$ cat config.mk
export PLATFORM = sky130hd
export DESIGN_NAME = clk_div_bank
export DESIGN_NICKNAME = d
export VERILOG_FILES = /design/src/rtl/clk_div_pkg.sv /design/src/rtl/clk_div_chan.sv /design/src/rtl/clk_div_bank.sv
export SDC_FILE = /design/constraint.sdc
export NUM_CORES = 1
export LEC_CHECK = 0
export CAP_MARGIN = 30
export CORE_MARGIN = 4
export CORE_UTILIZATION = 55
export DETAILED_ROUTE_END_ITERATION = 10
export PLACE_DENSITY = 0.76
export REMOVE_ABC_BUFFERS = 1
export SETUP_SLACK_MARGIN = 0.3
export SLEW_MARGIN = 10
export SYNTH_ARGS = -nofsm -noshare
export SYNTH_HDL_FRONTEND = slang
export SYNTH_SLANG_ARGS = --single-unit
$ cat constraint.sdc
create_clock -name clk -period 4.5 [get_ports clk]
set_input_delay 0.9 -clock clk [delete_from_list [all_inputs] [get_ports clk]]
set_output_delay 0.9 -clock clk [all_outputs]
set_load 0.01 [all_outputs]
$ cat src/rtl/clk_div_pkg.sv
// Shared constants and helpers for the clock-divider bank.
package clk_div_pkg;

    localparam int CLK_DIV_CNT_W = 15;
    localparam int CH_IDX_W      = 4;

    // A programmed half-period of 0 behaves as 1, which gives the fastest output (clk/2).
    function automatic logic [31:0] eff_half(input logic [31:0] half);
        return (half == 32'd0) ? 32'd1 : half;
    endfunction

endpackage

$ cat src/rtl/clk_div_chan.sv
// One divider channel: half-period register, down-phase counter, square wave and rise tick.
module clk_div_chan
    import clk_div_pkg::*;
#(
    parameter int               CNT_W        = CLK_DIV_CNT_W,
    parameter logic [CNT_W-1:0] DEFAULT_HALF = '1
) (
    input  logic             clk,
    input  logic             rst,
    input  logic             en,
    input  logic             sync_all,
    input  logic             we,
    input  logic [CNT_W-1:0] half_in,
    output logic             clk_out,
    output logic             tick
);

    logic [CNT_W-1:0] half_reg;
    logic [CNT_W-1:0] count;
    logic             terminal;

    // >= rather than == so that shrinking half_reg below count ends the phase immediately.
    assign terminal = 32'(count) >= (eff_half(32'(half_reg)) - 32'd1);

    always_ff @(posedge clk) begin
        if (rst) begin
            half_reg <= DEFAULT_HALF;
            count    <= '0;
            clk_out  <= 1'b0;
            tick     <= 1'b0;
        end else begin
            if (we) begin
                half_reg <= half_in;
            end
            if (sync_all || !en) begin
                count   <= '0;
                clk_out <= 1'b0;
                tick    <= 1'b0;
            end else if (terminal) begin
                count   <= '0;
                clk_out <= ~clk_out;
                tick    <= ~clk_out;
            end else begin
                count   <= count + 1'b1;
                tick    <= 1'b0;
            end
        end
    end

endmodule

$ cat src/rtl/clk_div_bank.sv
// Bank of NUM_CH independent programmable clock dividers sharing one config write port.
module clk_div_bank
    import clk_div_pkg::*;
#(
    parameter int NUM_CH       = 2,
    parameter int CNT_W        = CLK_DIV_CNT_W,
    parameter int DEFAULT_HALF = 25000
) (
    input  logic                clk,
    input  logic                rst,
    input  logic [NUM_CH-1:0]   ch_en,
    input  logic                sync_all,
    input  logic                cfg_we,
    input  logic [CH_IDX_W-1:0] cfg_ch,
    input  logic [CNT_W-1:0]    cfg_half,
    output logic [NUM_CH-1:0]   clk_out,
    output logic [NUM_CH-1:0]   tick
);

    // An out-of-range cfg_ch matches no channel, so such writes are dropped.
    for (genvar i = 0; i < NUM_CH; i++) begin : g_ch
        clk_div_chan #(
            .CNT_W       (CNT_W),
            .DEFAULT_HALF(CNT_W'(DEFAULT_HALF))
        ) u_chan (
            .clk     (clk),
            .rst     (rst),
            .en      (ch_en[i]),
            .sync_all(sync_all),
            .we      (cfg_we && (cfg_ch == CH_IDX_W'(i))),
            .half_in (cfg_half),
            .clk_out (clk_out[i]),
            .tick    (tick[i])
        );
    end

endmodule

congestion.png
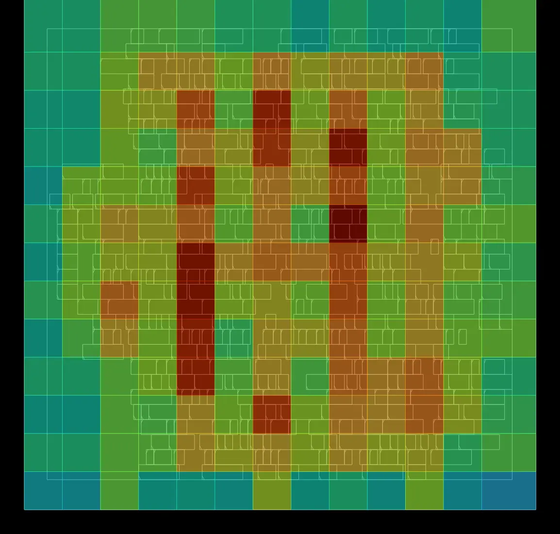
GRT Overall Usage: 19.3%
most crowded layer after global routing: met2
met1 usage: 26.2%
grt met3 use: 3.49%
post-layout util: 64.9%

flops_by_reg.png
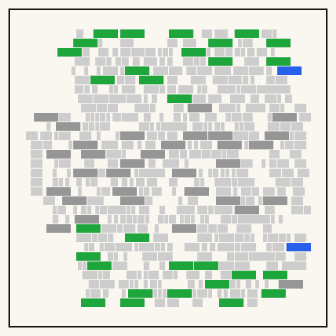
- g_ch.u_chan.clk_out: blue (flops 2)
- g_ch.u_chan.count: green (flops 30)
- not coloured: 32
sequential standard cell area: 1280 sq um
seq pwr: 582 uW
sequential share of cell area: 28.7%

layer_met3.png
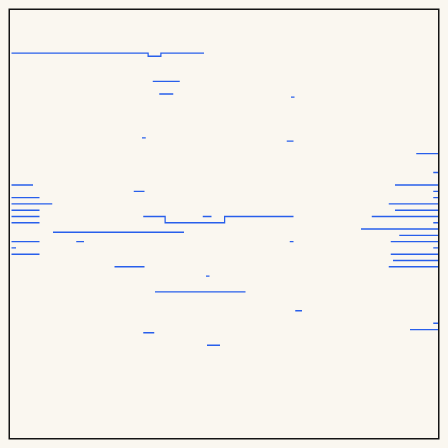
- main direction: horizontal
- longest straight run: 29.4 microns
- share of all routed wire: 4.1%
- nets with wire on the layer: 35
routed via count: 3128
drt total wl: 7.86 mm

[path summary, 6_finish.rpt]
path / cells after the start / slack, ps / end
setup / recovery: 15 / 580 / g_ch[0].u_chan.clk_out
hold / removal: 2 / 480 / g_ch[0].u_chan.half_reg[1]
setup reg to reg: 15 / 580 / g_ch[0].u_chan.clk_out
hold reg to reg: 2 / 480 / g_ch[0].u_chan.half_reg[1]
[worst max-delay path, delay by kind of cell, from the launching register on]
kind / cells / cell delay (ps)
compound gates: 4 / 1170
fa+ha+maj: 3 / 720
buf+inv: 1 / 60
flops: 1 / 450
mux: 1 / 130
simple gates: 6 / 1270
[power breakdown]
part | switching, mW | internal [mW]
Combinational | 0.0436 | 0.0431
Sequential | 0.00929 | 0.573
Clock | 0.202 | 0.220
Total | 0.255 | 0.836
==> results.sh <==
# physical design summary
export IMPL_nMultiInputCombCells=354
export IMPL_comb_share_pct=56.9
export IMPL_flop_cell="dfxtp_1"
export IMPL_tightest_slew_ps=698
export IMPL_synth_compound_area_share_pct=10.6
export IMPL_cts_root_buf="clkbuf_8"
export IMPL_total_power_mw=1.09
export IMPL_start_kind="flop"
export IMPL_synth_most_common_cell="dfxtp_1"
export IMPL_clock_buffers=12
export IMPL_grt_pass1_wl_mm=13.4
export IMPL_final_area_sq_um=4460
export IMPL_cts_resized=0
export IMPL_grt_overflow=0
export IMPL_pre_cts_ws_ps=516
export IMPL_cts_max_level=3
export IMPL_openroad_warnings=25
export IMPL_design_core_area_sq_um=6870
export IMPL_maxCapViolCount=0
export IMPL_worstPathArrival_ps=4140
export IMPL_hp_class="reg -> reg"
export IMPL_taps=96
export IMPL_cts_sinks=64
export IMPL_relSlewSlack_pct=53.4
export IMPL_cp_cell_sequence="nor4_2 > nand3_1 > inv_1 > a21oi_1 > ha_1 > nor4b_2 > nand2_1 > or4_1 > nor3_1 > ha_1 > ha_1 > a2111o_1 > a221oi_4 > mux2i_1 > a311o_1"
export IMPL_yosysUniqueCellTypes=54
export IMPL_synth_area_sq_um=3940
export IMPL_ff_count=64
export IMPL_synth_area_top_cells="dfxtp_1 (33%), ha_1 (11%), xor2_1 (5.6%), nor2_1 (5.5%), nand2_1 (5.4%)"
export IMPL_path_clk_slew_ps=60
export IMPL_numCtsBuffers=9
export IMPL_slowest_stage="dfxtp_1"
export IMPL_diodes=0
export IMPL_dp_hpwl_mm=6.05
export IMPL_clock_area_share_pct=3.59
export IMPL_instances_no_fill=569
export IMPL_inverters=10
export IMPL_nonClkBufAreaFrac_pct=7.24
export IMPL_period_needed_ps=3920
export IMPL_post_route_period_util_pct=87.2
export IMPL_gp_congestion=0.806
export IMPL_final_common_cell="dfxtp_1"
export IMPL_ys_sh_simple_pct=28.6
export IMPL_ys_sh_xor_pct=10.9
export IMPL_drtPass1Iterations=4
export IMPL_cpPeakStageDelay_ps=450
export IMPL_min_from="g_ch[0].u_chan.half_reg[1]"
export IMPL_top_area_cell="dfxtp_1"
export IMPL_dominant_cells="logic gates"
export IMPL_grt_use_met2_pct=30.5
export IMPL_cts_tree="yes"
export IMPL_ctsHoldBuffers=0
export IMPL_wl_met2_mm=3.43
export IMPL_route_met3_wl_microns=321
export IMPL_synthArstFlopShare_pct=0
export IMPL_worstSkewPairLatency_ps=330
export IMPL_path_class="reg -> reg"
export IMPL_setup_worst_path_end_class="flop"
export IMPL_max_freq_mhz=255
export IMPL_ys_top_logic_family="simple AND/OR/NAND/NOR gates"
export IMPL_status="finished clean"
export IMPL_syn_to_final_growth_pct=13.2
export IMPL_dpl_cell_area_sq_um=4270
export IMPL_power_leakage_nw=1.73
export IMPL_power_density_nw_per_um2=245
export IMPL_fp_dieW_microns=92.6
export IMPL_io_buffers=28
export IMPL_logic_area_sq_um=2540
export IMPL_drc=0
export IMPL_crit_path_frequent_cell="ha_1"
export IMPL_vias_per_cell=5.50
export IMPL_max_vdd_ir_drop_v=0.000163
export IMPL_die_area_sq_um=8580
export IMPL_finalClockSkew_ps=5.96
export IMPL_setup_viol=0
export IMPL_ant_nets=0
export IMPL_ys_sh_adder_pct=11.4
export IMPL_drt_iter0_drc=116
export IMPL_rr_startpoint="g_ch[0].u_chan.half_reg[11]"
export IMPL_maxSlewViolCount=0
export IMPL_fp_utilization_pct=57.3
export IMPL_postSynthCellCount=442
export IMPL_final_cell_mix="dfxtp_1 (64), nor2_1 (58), nand2_1 (57), ha_1 (36), clkdlybuf4s50_1 (28)"
export IMPL_final_hold_violation_count=0
export IMPL_antenna_found_initial=0
export IMPL_place_inst=555
export IMPL_wl_per_cell_microns=13.8
export IMPL_final_setup_tns_ps=0
export IMPL_crit_required_ps=4720
Power and IR drop assume default switching activity.
